$ cat src/rtl/pc_unit.sv
// Fetch program counter with stall, absolute/relative jumps, trap redirect
// and a circular return-address stack for call/return.
module pc_unit #(
  parameter int XLEN      = 32,
  parameter logic [XLEN-1:0] RESET_VEC = '0,
  parameter int INC       = 4,
  parameter int RAS_DEPTH = 4
) (
  input  logic                         clk,
  input  logic                         rst,
  input  logic                         stall,
  input  logic                         jmp,
  input  logic                         rel,
  input  logic [XLEN-1:0]              nxt,
  input  logic                         call,
  input  logic                         ret,
  input  logic                         trap,
  input  logic [XLEN-1:0]              tvec,
  output logic [XLEN-1:0]              cur,
  output logic [$clog2(RAS_DEPTH):0]   ras_cnt,
  output logic                         fault
);

  localparam int PW = $clog2(RAS_DEPTH);
  localparam int CW = PW + 1;
  localparam logic [XLEN-1:0] ALIGN_MASK = XLEN'(INC - 1);
  localparam logic [CW-1:0]   FULL_CNT   = CW'(RAS_DEPTH);

  logic [XLEN-1:0] cur_reg, cur_next;
  logic [CW-1:0]   ras_cnt_reg, ras_cnt_next;
  logic [PW-1:0]   wp_reg, wp_next;
  logic            fault_reg, fault_next;
  logic            push;

  logic [XLEN-1:0] ras_mem [RAS_DEPTH];

  logic [XLEN-1:0] seq_pc;
  logic [XLEN-1:0] target;
  logic [XLEN-1:0] ras_top;
  logic            misaligned;

  assign seq_pc     = cur_reg + XLEN'(INC);
  assign target     = rel ? (cur_reg + nxt) : nxt;
  assign misaligned = |(target & ALIGN_MASK);
  // Read is combinational so a push is poppable in the very next cycle.
  assign ras_top    = ras_mem[wp_reg - PW'(1)];

  always_comb begin
    cur_next     = cur_reg;
    ras_cnt_next = ras_cnt_reg;
    wp_next      = wp_reg;
    fault_next   = 1'b0;
    push         = 1'b0;
    if (trap) begin
      cur_next = tvec;
    end else if (stall) begin
      cur_next = cur_reg;
    end else if (ret) begin
      if (ras_cnt_reg == '0) begin
        fault_next = 1'b1;
      end else begin
        cur_next     = ras_top;
        ras_cnt_next = ras_cnt_reg - CW'(1);
        wp_next      = wp_reg - PW'(1);
      end
    end else if (jmp) begin
      if (misaligned) begin
        fault_next = 1'b1;
      end else begin
        cur_next = target;
        if (call) begin
          push    = 1'b1;
          wp_next = wp_reg + PW'(1);
          // A full stack overwrites its oldest entry; the count saturates.
          if (ras_cnt_reg != FULL_CNT) ras_cnt_next = ras_cnt_reg + CW'(1);
        end
      end
    end else begin
      cur_next = seq_pc;
    end
  end

  always_ff @(posedge clk or negedge rst) begin
    if (!rst) begin
      cur_reg     <= RESET_VEC;
      ras_cnt_reg <= '0;
      wp_reg      <= '0;
      fault_reg   <= 1'b0;
    end else begin
      cur_reg     <= cur_next;
      ras_cnt_reg <= ras_cnt_next;
      wp_reg      <= wp_next;
      fault_reg   <= fault_next;
    end
  end

  // Stack contents carry no reset; validity is tracked by ras_cnt alone.
  generate
    for (genvar gi = 0; gi < RAS_DEPTH; gi++) begin : g_ras
      always_ff @(posedge clk) begin
        if (push && (wp_reg == PW'(gi))) ras_mem[gi] <= seq_pc;
      end
    end
  endgenerate

  assign cur     = cur_reg;
  assign ras_cnt = ras_cnt_reg;
  assign fault   = fault_reg;

endmodule
$ cat config.mk
export PLATFORM = sky130hd
export DESIGN_NAME = pc_unit
export DESIGN_NICKNAME = d
export VERILOG_FILES = /design/src/rtl/pc_unit.sv
export SDC_FILE = /design/constraint.sdc
export NUM_CORES = 1
export LEC_CHECK = 0
export CAP_MARGIN = 20
export CORE_MARGIN = 1
export CORE_UTILIZATION = 52
export CTS_BUF_LIST = sky130_fd_sc_hd__clkbuf_16
export DETAILED_ROUTE_END_ITERATION = 6
export PLACE_DENSITY_LB_ADDON = 0.2
export SKIP_LAST_GASP = 1
export SLEW_MARGIN = 20
export SYNTH_ARGS = -nofsm -noshare
export SYNTH_HDL_FRONTEND = slang
export SYNTH_SLANG_ARGS = --single-unit
export TNS_END_PERCENT = 30
$ cat constraint.sdc
create_clock -name clk -period 3.1 [get_ports clk]
set_input_delay 0.62 -clock clk [delete_from_list [all_inputs] [get_ports clk]]
set_output_delay 0.62 -clock clk [all_outputs]
set_load 0.02 [all_outputs]
==> results.sh, run 1 <==
# source this file to load flow results
export IMPL_status="finished, violations left"
export IMPL_violations="DRC"
export IMPL_clkCellAreaFrac_pct=4.92
export IMPL_ys_ff=166
export IMPL_worst_setup_path_start_kind="input pin"
export IMPL_cp_cell_sequence="clkdlybuf4s50_1, ha_2, inv_1, fa_1, nand2_1, o32ai_2, o211a_2, nand2b_1, buf_12, a221oi_1, nand3_1, a221oi_2, o31ai_1"
export IMPL_sw_frac_of_total_pct=35.8
export IMPL_clock_buffer_count=17
export IMPL_worst_pin_slew_ns=0.868
export IMPL_ir_worst_vdd_mv=0.639
export IMPL_top_area_share_pct=39.3
export IMPL_ys_sh_xor_pct=4.83
export IMPL_num_antenna_cells=0
export IMPL_core_area_um2=18200
export IMPL_cts_resized=0
export IMPL_synth_avg_cell_area_um2=11.1
export IMPL_met1_usage_pct=45.5
export IMPL_rr_endpoint="cur[31]$_DFFE_PN0P_"
export IMPL_r2r_start="cur[4]$_DFFE_PN0P_"
export IMPL_port_buffers=107
export IMPL_layout_top_cells="edfxtp_1, clkdlybuf4s50_1, buf_4, nor2_1, nand2_1"
export IMPL_top_layer="met4"
export IMPL_crit_end="cur[16]$_DFFE_PN0P_"
export IMPL_cts_sinks=166
export IMPL_wl_met2_um=13300
export IMPL_synthTopCellsByCount="edfxtp_1, nor2_1, nand2_1"
export IMPL_postCtsSetupRepairBufs=0
export IMPL_p_per_area_nw_per_um2=691
export IMPL_dieArea_um2=19300
export IMPL_yosysWarnings=0
export IMPL_p_sw_w=0.00311
export IMPL_hpwl_um=21700
export IMPL_path_buffers=3
export IMPL_gp_congestion=0.947
export IMPL_signal_buffers=218
export IMPL_postCtsHoldBufs=0
export IMPL_syn_area_um2=9770
export IMPL_clk_pin_slew_ns=0.07
export IMPL_nets=1177
export IMPL_drc_errors=9
export IMPL_final_setup_tns_ns=0
export IMPL_power_total_w=0.00869
export IMPL_rr_worst_depth=10
export IMPL_pg_seq_w=0.00280
export IMPL_use_met2_pct=46.8
export IMPL_antenna_found_initial=0
export IMPL_die_h_um=139
export IMPL_maxSlewViolCount=0
export IMPL_overflow=0
export IMPL_ys_sh_mux_pct=8.71
export IMPL_ff_count=166
export IMPL_comb_cells=640
export IMPL_required_ns=3.41
export IMPL_clock_skew_ns=0.0133
export IMPL_leakagePower_nw=4.80
export IMPL_nonClockInverterCount=24
export IMPL_yosys_area_um2=9770
export IMPL_ys_seq_share_pct=49.1
export IMPL_ant_nets=0
export IMPL_grt_max_degree=39
export IMPL_viasPerCell=6.36
export IMPL_fp_dieW_um=139
export IMPL_drt_wl_total_um=29700
export IMPL_pwr_share_seq_pct=32.3
export IMPL_worst_path_stages=13
**Run 1: signal wires by layer**

(2 px per um)
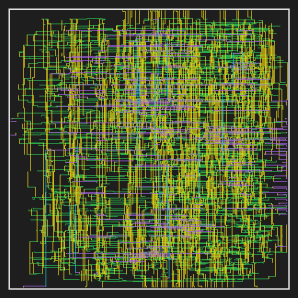
[yellow] M2 | wire length: 13,300 um
[cyan] M4 | wire length: 538 um
[purple] M3 | wire length: 3,160 um
[green] M1 | wire length: 12,700 um
Routed WL per cell: 22.7 um
total track usage: 31.3%

**Run 1: clock wiring as the flow saved it**

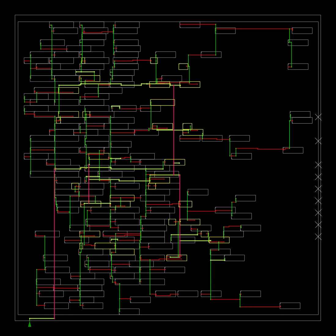
total CTS buffers: 17
Skew-Pair Late Insertion Delay: 0.43 ns
Power Clock: 0.00222 W

**Run 1: selected gate families**

(2 px per um)
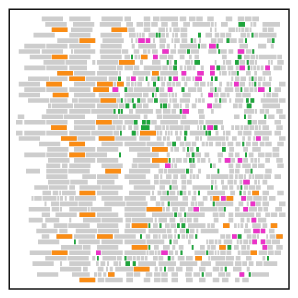
[green] nand cells | cells: 125
[magenta] non-inverting ao/oa cells | cells: 43
[orange] mux cells | cells: 45 | where: all over the die
final non-filler cell total: 1,309
most frequent logic cell in the layout: edfxtp_1

==> inputs of run 2 (changes only) <==
--- a/config.mk
+++ b/config.mk
@@ -6,6 +6,7 @@
 export NUM_CORES = 1
 export LEC_CHECK = 0
 export CAP_MARGIN = 20
+export CORE_ASPECT_RATIO = 0.9
 export CORE_MARGIN = 1
 export CORE_UTILIZATION = 52
 export CTS_BUF_LIST = sky130_fd_sc_hd__clkbuf_16
**Run 2: signal wires by layer**

(2 px per um)
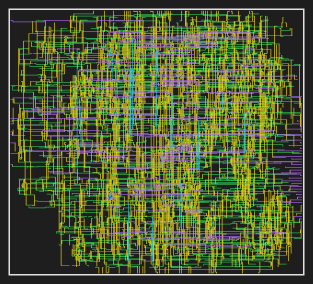
Via Count: 8,552
Routed WL per cell: 23.0 um
total track usage: 33.2%
total wire length: 31,300 um

**Run 2: clock wiring as the flow saved it**

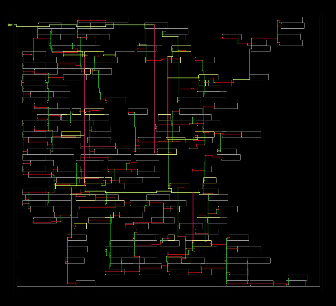
Power Clock: 0.00216 W
Final Skew: 0.0109 ns
Sink Count: 166
flop count: 166
clock buffers: 17

==> results.sh, run 2 <==
# source this file to load flow results
export IMPL_status="complete, no violations"
export IMPL_worst_pin_slew_ns=0.694
export IMPL_path_max_fanout=4
export IMPL_cp_cell_sequence="clkdlybuf4s50_1, ha_1, a21o_1, nor3_2, a21oi_1, buf_4, a211o_1, or3_1, a41oi_1, or3_1, a21oi_1"
export IMPL_sw_frac_of_total_pct=36.5
export IMPL_async_flop_share_pct=22.9
export IMPL_drc_errors=0
export IMPL_htreeDepth=4
export IMPL_fp_dieW_um=146
export IMPL_signal_buffers=257
export IMPL_grt_busiest_layer="met1"
export IMPL_rr_worst_depth=9
export IMPL_critPathCaptureType="flip-flop"
export IMPL_clkCellAreaFrac_pct=4.74
export IMPL_rr_endpoint="cur[19]$_DFFE_PN0P_"
export IMPL_crit_path_top_delay_cell="clkdlybuf4s50_1"
export IMPL_grt_max_degree=36
export IMPL_largest_register_ffs=128
export IMPL_openroad_warnings=31
export IMPL_gp_congestion=0.969
export IMPL_clkPwrFrac_pct=24.7
export IMPL_comb_cells=640
export IMPL_synthTopCellsByArea="edfxtp_1, dfrtp_1, mux4_2"
export IMPL_ys_seq_share_pct=49.1
export IMPL_nonClockInverterCount=24
export IMPL_top_area_share_pct=39.3
export IMPL_io_pin_count=108
export IMPL_postCtsSetupRepairBufs=0
export IMPL_core_area_um2=18400
export IMPL_top_layer="met4"
export IMPL_cts_root_buf="clkbuf_16"
export IMPL_synth_avg_cell_area_um2=11.1
export IMPL_buf_share_pct=17.6
export IMPL_placed_cells=1332
export IMPL_adder_share_pct=5.02
export IMPL_synth_top_cell_by_area="edfxtp_1"
export IMPL_p_per_area_nw_per_um2=677
export IMPL_cts_resized=1
export IMPL_ir_worst_vdd_mv=0.436
export IMPL_worst_slack_ns=0.0720
export IMPL_drt_pass1_iterations=5
export IMPL_yosys_area_um2=9770
export IMPL_drive_gt1_share_pct=22.7
export IMPL_pwr_share_seq_pct=31.9
export IMPL_viasPerCell=6.27
export IMPL_p_comb_share_pct=43.4
export IMPL_worst_setup_path_start_kind="input pin"
export IMPL_final_setup_tns_ns=0
export IMPL_die_h_um=132
export IMPL_path_delay_family="AND-OR/OR-AND gates"
export IMPL_yosysCellCount=880
export IMPL_r2r_slack_ns=0.16
export IMPL_maxSlewViolCount=0
export IMPL_power_total_w=0.00873
export IMPL_postCtsHoldBufs=0
export IMPL_worst_setup_path_type="input pin to flip-flop"
export IMPL_hpwl_um=23000
export IMPL_clkLatencyLatePin_ns=0.43
export IMPL_yosysWarnings=0
export IMPL_use_met2_pct=47.1
export IMPL_num_antenna_cells=0
export IMPL_crit_end="cur[14]$_DFFE_PN0P_"
export IMPL_pg_seq_w=0.00278
export IMPL_crit_start="nxt[5]"
export IMPL_nets=1216
export IMPL_path_buffers=2
export IMPL_layout_top_cells="buf_4, edfxtp_1, clkdlybuf4s50_1, nor2_1, nand2_1"
export IMPL_area_delta_synth_final_pct=32.0
export IMPL_synthTopCellsByCount="edfxtp_1, nor2_1, nand2_1"
export IMPL_leakagePower_nw=4.98
export IMPL_yosysUniqueCellTypes=76
export IMPL_ys_sh_xor_pct=4.83
export IMPL_ys_ff=166
export IMPL_worst_path_stages=11
export IMPL_utilization_pct=70.0
export IMPL_ys_sh_mux_pct=8.71
export IMPL_antenna_found_initial=1
export IMPL_cts_buffers=17
export IMPL_r2r_start="cur[1]$_DFFE_PN0P_"
export IMPL_wl_met2_um=13300
export IMPL_dieArea_um2=19300
export IMPL_worst_hold_slack_ns=0.226
export IMPL_required_ns=3.42
export IMPL_met1_usage_pct=50.2
export IMPL_fin_cells=1364
export IMPL_clk_pin_slew_ns=0.07
export IMPL_fp_utilization_pct=53.1
export IMPL_overflow=0
export IMPL_syn_area_um2=9770
export IMPL_ant_nets=0
export IMPL_port_buffers=107
export IMPL_fin_area_um2=12900
export IMPL_p_sw_w=0.00319
export IMPL_grt_pass1_vias=8164
export IMPL_hold_path_class="input pin to asynchronous set/reset pin"
export IMPL_wl_met1_um=13500
export IMPL_drt_iter0_drc=949
export IMPL_slew_headroom_pct=53.7
export IMPL_placed_area_um2=12200
export IMPL_layout_top_cell="buf_4"
export IMPL_hold_viol=0
export IMPL_logic_area_um2=4820
Power is estimated from default activity; no workload was simulated.
